===== src/rtl/uart_tx_frame_sched.sv =====
// Serialises one captured X/Y/Z sample as an ASCII hex text frame, one byte per uart_tx job.
// Optional checksum ('*' + two hex digits of the sample-byte XOR) enabled by UART_SCHED_CKSUM_EN.
module uart_tx_frame_sched #(
  parameter int unsigned DATA_W = 16,
  parameter int unsigned EOL_CR = 1
) (
  input  logic              i_clk,
  input  logic              i_rst,
  input  logic              i_smp_valid,
  input  logic [DATA_W-1:0] i_smp_x,
  input  logic [DATA_W-1:0] i_smp_y,
  input  logic [DATA_W-1:0] i_smp_z,
  output logic              o_smp_ready,
  output logic [7:0]        o_tx_data,
  output logic              o_tx_enb,
  input  logic              i_tx_ready,
  output logic              o_busy,
  output logic              o_drop,
  output logic [7:0]        o_drop_cnt
);

  localparam int unsigned NDig = DATA_W / 4;
`ifdef UART_SCHED_CKSUM_EN
  localparam int unsigned CkLen = 3;
`else
  localparam int unsigned CkLen = 0;
`endif
  localparam int unsigned FrameLen = 3 * NDig + 2 + CkLen + ((EOL_CR != 0) ? 2 : 1);
  localparam int unsigned IdxW = $clog2(FrameLen);

  localparam logic [2:0] S_IDLE      = 3'd0;
  localparam logic [2:0] S_LOAD      = 3'd1;
  localparam logic [2:0] S_REQ       = 3'd2;
  localparam logic [2:0] S_WAIT_ACK  = 3'd3;
  localparam logic [2:0] S_WAIT_DONE = 3'd4;

  logic [2:0]        state_q, state_d;
  logic [IdxW-1:0]   idx_q, idx_d;
  logic [DATA_W-1:0] x_q, x_d, y_q, y_d, z_q, z_d;
  logic [7:0]        tx_data_q, tx_data_d;
  logic              tx_enb_q, tx_enb_d;
  logic              drop_q, drop_d;
  logic [7:0]        drop_cnt_q, drop_cnt_d;
  logic [7:0]        byte_sel;
  logic              last_byte;
  int unsigned       pos;

  function automatic logic [7:0] hex_char(input logic [3:0] n);
    return (n < 4'd10) ? 8'h30 + {4'h0, n} : 8'h37 + {4'h0, n};
  endfunction

  // Digit d counts from the most significant nibble.
  function automatic logic [3:0] nib(input logic [DATA_W-1:0] v, input int unsigned d);
    return 4'(v >> (4 * (NDig - 1 - d)));
  endfunction

`ifdef UART_SCHED_CKSUM_EN
  localparam int unsigned NByte = (DATA_W + 7) / 8;
  logic [NByte*8-1:0] xe, ye, ze;
  logic [7:0]         cksum;

  always_comb begin
    xe = '0;
    ye = '0;
    ze = '0;
    xe[DATA_W-1:0] = x_q;
    ye[DATA_W-1:0] = y_q;
    ze[DATA_W-1:0] = z_q;
    cksum = 8'h00;
    for (int b = 0; b < int'(NByte); b++) begin
      cksum = cksum ^ xe[b*8 +: 8] ^ ye[b*8 +: 8] ^ ze[b*8 +: 8];
    end
  end
`endif

  always_comb begin
    pos      = 32'(idx_q);
    byte_sel = 8'h0A;
    if (pos < NDig)                  byte_sel = hex_char(nib(x_q, pos));
    else if (pos == NDig)            byte_sel = 8'h20;
    else if (pos < 2 * NDig + 1)     byte_sel = hex_char(nib(y_q, pos - NDig - 1));
    else if (pos == 2 * NDig + 1)    byte_sel = 8'h20;
    else if (pos < 3 * NDig + 2)     byte_sel = hex_char(nib(z_q, pos - 2 * NDig - 2));
`ifdef UART_SCHED_CKSUM_EN
    else if (pos == 3 * NDig + 2)    byte_sel = 8'h2A;
    else if (pos == 3 * NDig + 3)    byte_sel = hex_char(cksum[7:4]);
    else if (pos == 3 * NDig + 4)    byte_sel = hex_char(cksum[3:0]);
`endif
    else if ((EOL_CR != 0) && (pos == FrameLen - 2)) byte_sel = 8'h0D;
  end

  assign last_byte = (idx_q == IdxW'(FrameLen - 1));

  always_comb begin
    state_d = state_q;
    idx_d   = idx_q;
    x_d     = x_q;
    y_d     = y_q;
    z_d     = z_q;
    case (state_q)
      S_IDLE: begin
        if (i_smp_valid) begin
          x_d     = i_smp_x;
          y_d     = i_smp_y;
          z_d     = i_smp_z;
          idx_d   = '0;
          state_d = S_LOAD;
        end
      end
      S_LOAD:      if (i_tx_ready) state_d = S_REQ;
      S_REQ:       state_d = S_WAIT_ACK;
      S_WAIT_ACK:  if (!i_tx_ready) state_d = S_WAIT_DONE;
      S_WAIT_DONE: begin
        if (i_tx_ready) begin
          if (last_byte) begin
            state_d = S_IDLE;
          end else begin
            idx_d   = idx_q + IdxW'(1);
            state_d = S_LOAD;
          end
        end
      end
      default:     state_d = S_IDLE;
    endcase
  end

  // Data only moves while in S_LOAD, so it is stable through the request/ack handshake.
  always_comb begin
    tx_data_d  = (state_q == S_LOAD) ? byte_sel : tx_data_q;
    tx_enb_d   = (state_d == S_REQ);
    drop_d     = i_smp_valid && (state_q != S_IDLE);
    drop_cnt_d = (drop_d && (drop_cnt_q != 8'hFF)) ? drop_cnt_q + 8'd1 : drop_cnt_q;
  end

  always_ff @(posedge i_clk or posedge i_rst) begin
    if (i_rst) begin
      state_q    <= S_IDLE;
      idx_q      <= '0;
      x_q        <= '0;
      y_q        <= '0;
      z_q        <= '0;
      tx_data_q  <= 8'h00;
      tx_enb_q   <= 1'b0;
      drop_q     <= 1'b0;
      drop_cnt_q <= 8'h00;
    end else begin
      state_q    <= state_d;
      idx_q      <= idx_d;
      x_q        <= x_d;
      y_q        <= y_d;
      z_q        <= z_d;
      tx_data_q  <= tx_data_d;
      tx_enb_q   <= tx_enb_d;
      drop_q     <= drop_d;
      drop_cnt_q <= drop_cnt_d;
    end
  end

  assign o_smp_ready = (state_q == S_IDLE);
  assign o_busy      = ~o_smp_ready;
  assign o_tx_data   = tx_data_q;
  assign o_tx_enb    = tx_enb_q;
  assign o_drop      = drop_q;
  assign o_drop_cnt  = drop_cnt_q;

endmodule


===== config.mk =====
export PLATFORM = sky130hd
export DESIGN_NAME = uart_tx_frame_sched
export DESIGN_NICKNAME = d
export VERILOG_FILES = /design/src/rtl/uart_tx_frame_sched.sv
export SDC_FILE = /design/constraint.sdc
export NUM_CORES = 1
export LEC_CHECK = 0
export CORE_UTILIZATION = 25
export DETAILED_ROUTE_END_ITERATION = 10
export GPL_ROUTABILITY_DRIVEN = 0
export HOLD_SLACK_MARGIN = 0.06
export PLACE_DENSITY_LB_ADDON = 0.1
export SYNTH_ARGS = -nofsm -noshare
export SYNTH_HDL_FRONTEND = slang
export SYNTH_SLANG_ARGS = --single-unit
export TNS_END_PERCENT = 20

===== constraint.sdc =====
create_clock -name i_clk -period 3.35 [get_ports i_clk]
set_clock_uncertainty 0.2 [all_clocks]
set_input_delay 0.67 -clock i_clk [delete_from_list [all_inputs] [get_ports i_clk]]
set_output_delay 0.67 -clock i_clk [all_outputs]
set_load 0.05 [all_outputs]

==> impl_metrics.py, run 1 <==
# Auto-generated metrics
metrics = {
    "timing": {
        "setup-violations-final": 0,
        "hold_violations": 0,
        "timing.final.crit_period_ns": 3.11,
        "fmax_ghz": 0.322,
        "finalCritPeriodShare_pct": 92.7,
        "rsz0062_at_grt": "no",
        "worstMarginPinSlew_ns": 0.629,
        "finalMaxSlewViolations": 0,
        "finalSetupTns_ns": 0,
        "slew_headroom_pct": 58.0,
        "worst_hold_slack_ns": 0.298,
    },
    "cts": {
        "clkTransAtPathRegs_ns": 0.06,
        "holdBufCountCts": 0,
        "cts_setup_buffers": 0,
        "cts_max_level": 3,
        "cts_sinks": 72,
        "root_buffer": "clkbuf_16",
        "clk-insertion-delay-late_ns": 0.34,
        "ctsResizeCount": 0,
        "cts_tree": "built",
        "clock_path_buffers": 2,
        "numCtsBuffers": 9,
    },
    "die": {
        "die-area_um2": 16100,
        "ioPinCount": 72,
        "chipHeight_um": 127,
        "num_rows": 45,
        "die_w_um": 127,
    },
    "detailed_routing": {
        "first_iter_violations": 130,
        "drtAntennaViolNets": 0,
        "viasPerCell": 4.59,
        "dr.pass1.iters": 4,
        "drcViolationCount": 0,
    },
    "placed_design": {
        "portBuffers": 70,
        "place_hpwl_mm": 6.82,
        "place_inst": 580,
    },
    "final_layout": {
        "syn2layout_area_growth_pct": 31.6,
        "layout-drive-gt1-share_pct": 22.1,
        "n_fill_cell": 1540,
        "stdcell_count": 595,
        "diodes": 0,
        "fin_nets": 471,
    },
    "synthesis": {
        "syn-num-nets": 395,
        "postSynthAreaPerCell_um2": 11.9,
        "yosys.area.top_type": "dfrtp_1",
        "area_leaders": "dfrtp_1, mux2_2, mux4_2, ha_1, nand2_1",
        "yosys_cells": 327,
        "ys_types": 55,
        "syn_area_um2": 3900,
        "yosys.stat.seqShare_pct": 46.1,
        "syn_inst": 327,
        "synth_top_cell_by_count": "dfrtp_1",
        "synth-edff-count": 0,
        "synth_top_area_share_pct": 46.1,
        "yosys_area_um2": 3900,
        "yosys-top-cells-count": "dfrtp_1, mux2_2, nand2_1, nor2_1, ha_1",
        "synth_warnings": 0,
        "async_flop_share_pct": 100,
        "synth_top_flop_cell": "dfrtp_1",
        "numSynthFlops": 72,
    },
    "job": {
        "max_cap_violations": 0,
        "warnings": 34,
    },
    "critical_path": {
        "critical_path_class": "register to register",
        "cp.arrival_ns": 3.10,
        "crit_path_end_kind": "register",
        "cp.required_ns": 3.34,
        "path_max_fanout": 8,
        "cp-start-kind": "register",
    },
    "pwr": {
        "peakVddDrop_uv": 283,
        "p_leak_nw": 2.11,
        "p_per_area_nw_per_um2": 927,
    },
    "global_route": {
        "antenna_found_initial": 0,
        "grt_pass1_vias": 2843,
        "grt_max_degree": 35,
        "grt.overflow.total": 0,
        "grt_pass1_wl_mm": 15.1,
    },
    "min_path": {
        "hp-class": "register to register",
    },
    "run_status": {
        "status": "finished clean",
    },
}
[run 1: state kept, by name, indices dropped and copies added, names as in the netlist]
signal      cells
y_q            16
o_drop_cnt      8
idx_q           4
x_q            16
z_q            16
state_q         3
o_tx_data       7
o_tx_enb        1
o_drop          1
[run 1: cells by family after synthesis]
group                      after synthesis  synth area share (%)
AOI/OAI and AO/OA                       42                  7.72
muxes                                   64                  21.9
and+or+nand+nor                         94                  12.6
adders and majority gates               16                  5.13
other                                    1                0.0960
DFF                                     72                  46.1
xor gates and xnor gates                13                  2.92
buffers and inverters                   25                  3.49
[run 1: routing by layer]
layer / vias to the layer above / track usage [%] / share of wire [%]
li1: 1329 / - / -
met5: - / 0 / 0
met2: 47 / 18.7 / 45
met4: 0 / 5.25 / 1.6
met3: 11 / 3.35 / 4.4
met1: 1345 / 16.7 / 49
[run 1: cell type report]
type	instances	area [µm²]	area share [%]
inverters	12	45.0	0.877
well taps	188	235	4.58
flip-flops and latches	72	1800	35.1
clock inverters	4	70.1	1.36
repair buffers	78	786	15.3
clock buffers	11	233	4.53
multi-input cells	230	1970	38.3
[run 1: layout by cell type, fill, tap and decap left out, types with 9 or more instances in the layout]
master | Yosys | layout
clkbuf_16 | 0 | 9
ha_1 | 16 | 16
nor2_1 | 17 | 17
xnor2_1 | 11 | 11
dfrtp_1 | 72 | 72
inv_1 | 12 | 11
mux4_2 | 11 | 11
mux2_2 | 50 | 50
clkdlybuf4s50_1 | 0 | 70
nand2_1 | 35 | 35
[run 1: worst max-delay path, cell delays in order (launching register included)]
cell,delay [ns]
dfrtp_1,0.47
ha_1,0.26
ha_1,0.29
nand2_1,0.05
or4b_1,0.48
nand2_1,0.19
nand2_1,0.09
ha_1,0.29
nand2_1,0.05
and4b_1,0.21
a221oi_2,0.22
o221ai_1,0.17
[run 1: where the power goes]
group / internal [W] / switching, W / leakage, nW
clock: 0.000645 / 0.000354 / 0.149
sequential: 0.00128 / 0.000230 / 0.872
combinational: 0.00105 / 0.00120 / 1.09
total: 0.00298 / 0.00178 / 2.11
[run 1: metrics by stage]
stage               area [µm²]  worst slack (ns)  power (W)  utilization [%]
detailed placement        4840             0.277    0.00380             31.8
global placement          4840             0.417    0.00379             31.8
global route              5140            0.0684    0.00510             33.8
CTS                       5140             0.272    0.00483             33.8
finish                    5140             0.245    0.00476             33.8
floorplan                 3910             0.567    0.00319                -
[run 1: path summary, 6_finish.rpt]
| check | start | cells past startpoint | slack (ns) | end |
|---|---|---|---|---|
| max | idx_q[2] | 11 | 0.24 | o_tx_data[1] |
| min in group asynchronous | i_rst | 2 | 0.53 | o_drop_cnt[0] |
| min reg2reg | z_q[2] | 1 | 0.30 | z_q[2] |
| min | z_q[2] | 1 | 0.30 | z_q[2] |
| max reg2reg | idx_q[2] | 11 | 0.24 | o_tx_data[1] |
| max in group asynchronous | i_rst | 3 | 1.80 | z_q[13] |
==> run_1/final_congestion.png <==
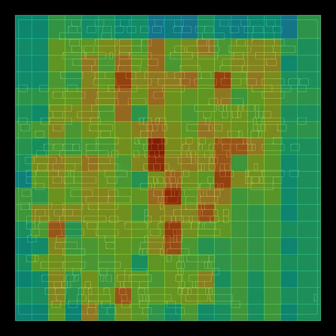
M2 GR Usage: 18.7%
overall routing resource usage: 12.4%

==> run_1/metal_stack.png <==
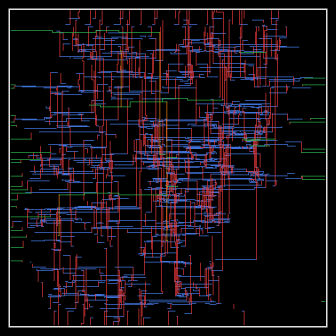
Blue is met1, wire length 4460 µm. Red is met2, wire length 4060 µm. Orange is met4, wire length 144 µm. Green is met3, wire length 400 µm.
total number of vias: 2732
DRT Wirelength: 9.06 mm
post-DR wirelength/cell: 15.2 µm

==> run_1/density.png <==
13 x 13 tiles, from white (low) to dark blue (high), 0 to 100% covered.
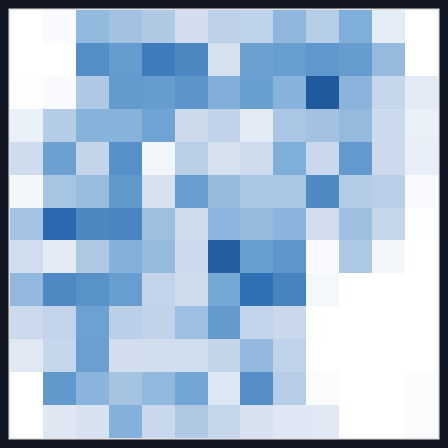
15% of the tiles are nearly empty. The emptiest ninth of the die: bottom right. The fullest tile reaches 83%. The mean over all tiles is 30%.
Layout Utilization: 33.8%
CORE AREA: 15200 µm²
Pre-Place Util: 25.7%

==> run_1/met2.png <==
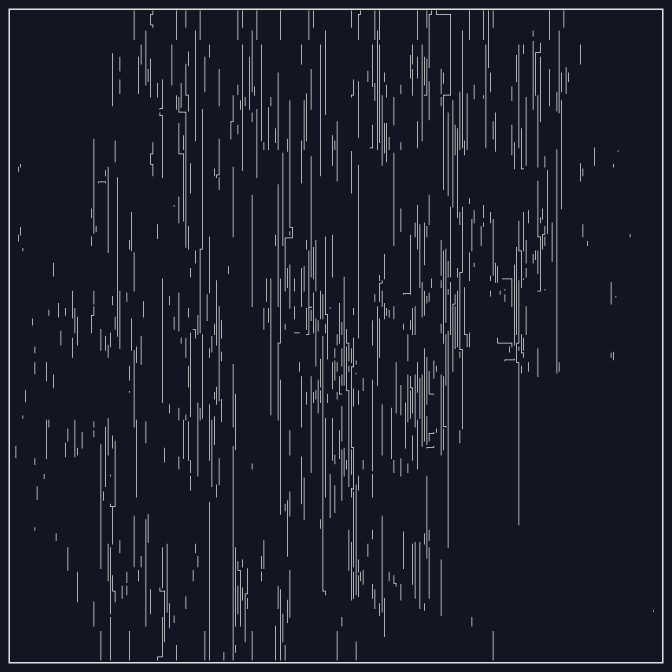

--- run 2 (diff from run 1) ---
Clock period 3.35 ns to 3.51 ns, I/O delays scaled along.
==> run_2/met2.png <==
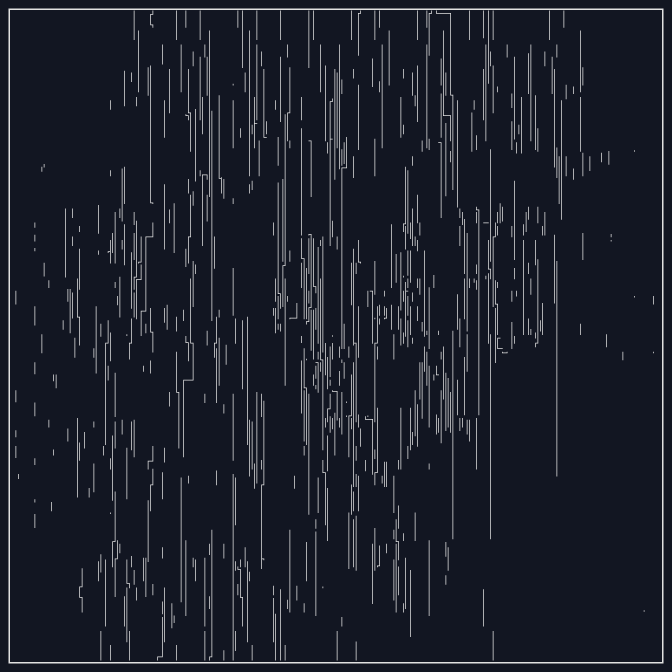
The layer carries 4190 µm of wire. The longest straight run is 41.8 µm.
DRT Wirelength: 9.21 mm
M2 GR Usage: 18.8%

==> run 2 against run 1 <==
  * Die area unchanged
  * Core utilization up 0.20 points
  * Clock power grew 4%
  * Global-route usage is 0.080 points higher
  * Sequential cell count stayed put
  * Combinational power shrank 5%
  * Non-clock buffer count down 1
  * Sequential power decreased by 5%
  * Via count is 0.70% higher
  * Largest power group unchanged
  * Highest routed layer unchanged
==> impl_metrics.py, run 2 <==
# Auto-generated metrics
metrics = {
    "synthesis": {
        "synth_warnings": 0,
        "synth_top_cell_by_count": "dfrtp_1",
        "area_leaders": "dfrtp_1, mux2_2, mux4_2, ha_1, nand2_1",
        "yosys.stat.seqShare_pct": 46.1,
        "synth-edff-count": 0,
        "syn-num-nets": 395,
        "syn_inst": 327,
        "yosys-top-cells-count": "dfrtp_1, mux2_2, nand2_1, nor2_1, ha_1",
        "yosys.area.top_type": "dfrtp_1",
        "postSynthAreaPerCell_um2": 11.9,
        "async_flop_share_pct": 100,
        "yosys_area_um2": 3900,
        "synth_top_area_share_pct": 46.1,
    },
    "critical_path": {
        "crit_family": "simple AND/OR/NAND/NOR gates",
        "rr_worst_depth": 11,
        "path_common_cell": "nand2_1",
        "path_max_fanout": 8,
        "critPathBufInv": 0,
        "crit_start": "idx_q[2]",
        "cp.required_ns": 3.52,
        "endpoint": "o_tx_data[1]",
        "cp.arrival_ns": 3.05,
        "r2r_setup_slack_ns": 0.46,
        "cp-start-kind": "register",
        "critPathSlowestCell": "or4b_1",
    },
    "global_route": {
        "grt_max_degree": 52,
        "grt.overflow.total": 0,
        "grt_usage_pct": 12.5,
        "grt_pass1_vias": 2873,
    },
    "final_layout": {
        "fin_nets": 470,
        "lay_top_cells": "dfrtp_1, clkdlybuf4s50_1, mux2_2",
        "design_area_um2": 5170,
        "n_fill_cell": 1559,
        "diodes": 0,
        "seq_area_um2": 1800,
        "final_common_cell": "dfrtp_1",
        "layout-drive-gt1-share_pct": 22.6,
        "final_util_pct": 34.0,
        "reg_top3": "x_q (16), y_q (16), z_q (16)",
        "stdcell_count": 595,
    },
    "pwr": {
        "p_comb_share_pct": 46.3,
        "p_leak_nw": 2.13,
        "seqPwrFrac_pct": 31.2,
        "peakVddDrop_uv": 331,
    },
    "timing": {
        "rsz0062_at_grt": "no",
        "setup-violations-final": 0,
        "finalMaxSlewViolations": 0,
        "finalSetupTns_ns": 0,
        "fmax_ghz": 0.328,
        "timing.final.crit_period_ns": 3.05,
    },
    "detailed_routing": {
        "vias": 2751,
        "first_iter_violations": 104,
        "wl_met3_um": 407,
        "drtAntennaViolNets": 0,
        "wl_met2_mm": 4.19,
        "drcViolationCount": 0,
        "met1Wirelength_mm": 4.49,
        "dr.pass1.iters": 4,
        "top_layer": "met4",
        "avgRoutedWirePerCell_um": 15.5,
    },
    "cts": {
        "cts_sinks": 72,
        "ctsResizeCount": 0,
        "numCtsBuffers": 9,
        "cts_max_level": 3,
        "root_buffer": "clkbuf_16",
    },
    "run_status": {
        "status": "finished clean",
    },
    "die": {
        "die-area_um2": 16100,
        "ioPinCount": 72,
        "core-area_um2": 15200,
        "die_w_um": 127,
    },
    "placed_design": {
        "portBuffers": 70,
        "place_inst": 579,
    },
}
==> run 2: layout make-up <==
class	instances	area share [%]
clock buffer	12	5.16
clock inverter	4	1.43
inverter	12	0.871
multi-input combinational	230	38.1
sequential	72	34.9
tap	188	4.55
timing repair buffer	77	15.1
==> run 2: cells by family (layout without fill, tap and decap cells) <==
| group | Yosys count | count (layout) | synth area share, % |
|---|---|---|---|
| other | 1 | 1 | 0.0960 |
| muxes | 64 | 64 | 21.9 |
| xor gates and xnor gates | 13 | 13 | 2.92 |
| AOI/OAI and AO/OA | 42 | 42 | 7.72 |
| and+or+nand+nor | 94 | 94 | 12.6 |
| DFF | 72 | 72 | 46.1 |
| buffers and inverters | 25 | 105 | 3.49 |
| adders and majority gates | 16 | 16 | 5.13 |
==> run 2: layer usage <==
metal  global-route usage [%]  vias up
met3                     3.89        9
met5                        0        -
li1                         -     1334
met2                     18.8       49
met4                     5.04        0
met1                     16.6     1359
==> run 2: worst min-delay path: stages, from the launching register on <==
cell	delay (ns)
dfrtp_1	0.34
nand2_1	0.07
o221ai_2	0.05
==> run 2: how the worst min path moves through the flow <==
stage | cells after the start | to | slack [ns] | start
after detailed placement | 2 | o_tx_data[6] | 0.28 | o_tx_data[6]
final | 2 | o_tx_data[6] | 0.30 | o_tx_data[6]
after global routing | 1 | z_q[2] | 0.32 | z_q[2]
after global placement | 1 | y_q[0] | 0.29 | y_q[0]
after CTS | 2 | o_tx_data[6] | 0.30 | o_tx_data[6]
after floorplan | 1 | state_q[1] | 0.27 | state_q[2]
==> run 2: power by group through the flow <==
stage | combinational [W] | clock [W] | sequential [W]
after floorplan | 0.00140 | 0 | 0.00164
final | 0.00214 | 0.00104 | 0.00144
after global routing | 0.00234 | 0.00112 | 0.00150
after detailed placement | 0.00216 | 0 | 0.00146
after CTS | 0.00217 | 0.00108 | 0.00145
after global placement | 0.00216 | 0 | 0.00145
==> run 2: through the flow <==
stage	hold WS [ns]	setup slack (ns)
after global placement	0.287	0.558
after floorplan	0.269	0.727
after global routing	0.316	0.249
final	0.299	0.464
after detailed placement	0.284	0.469
after CTS	0.302	0.467
Power and IR drop assume default switching activity.
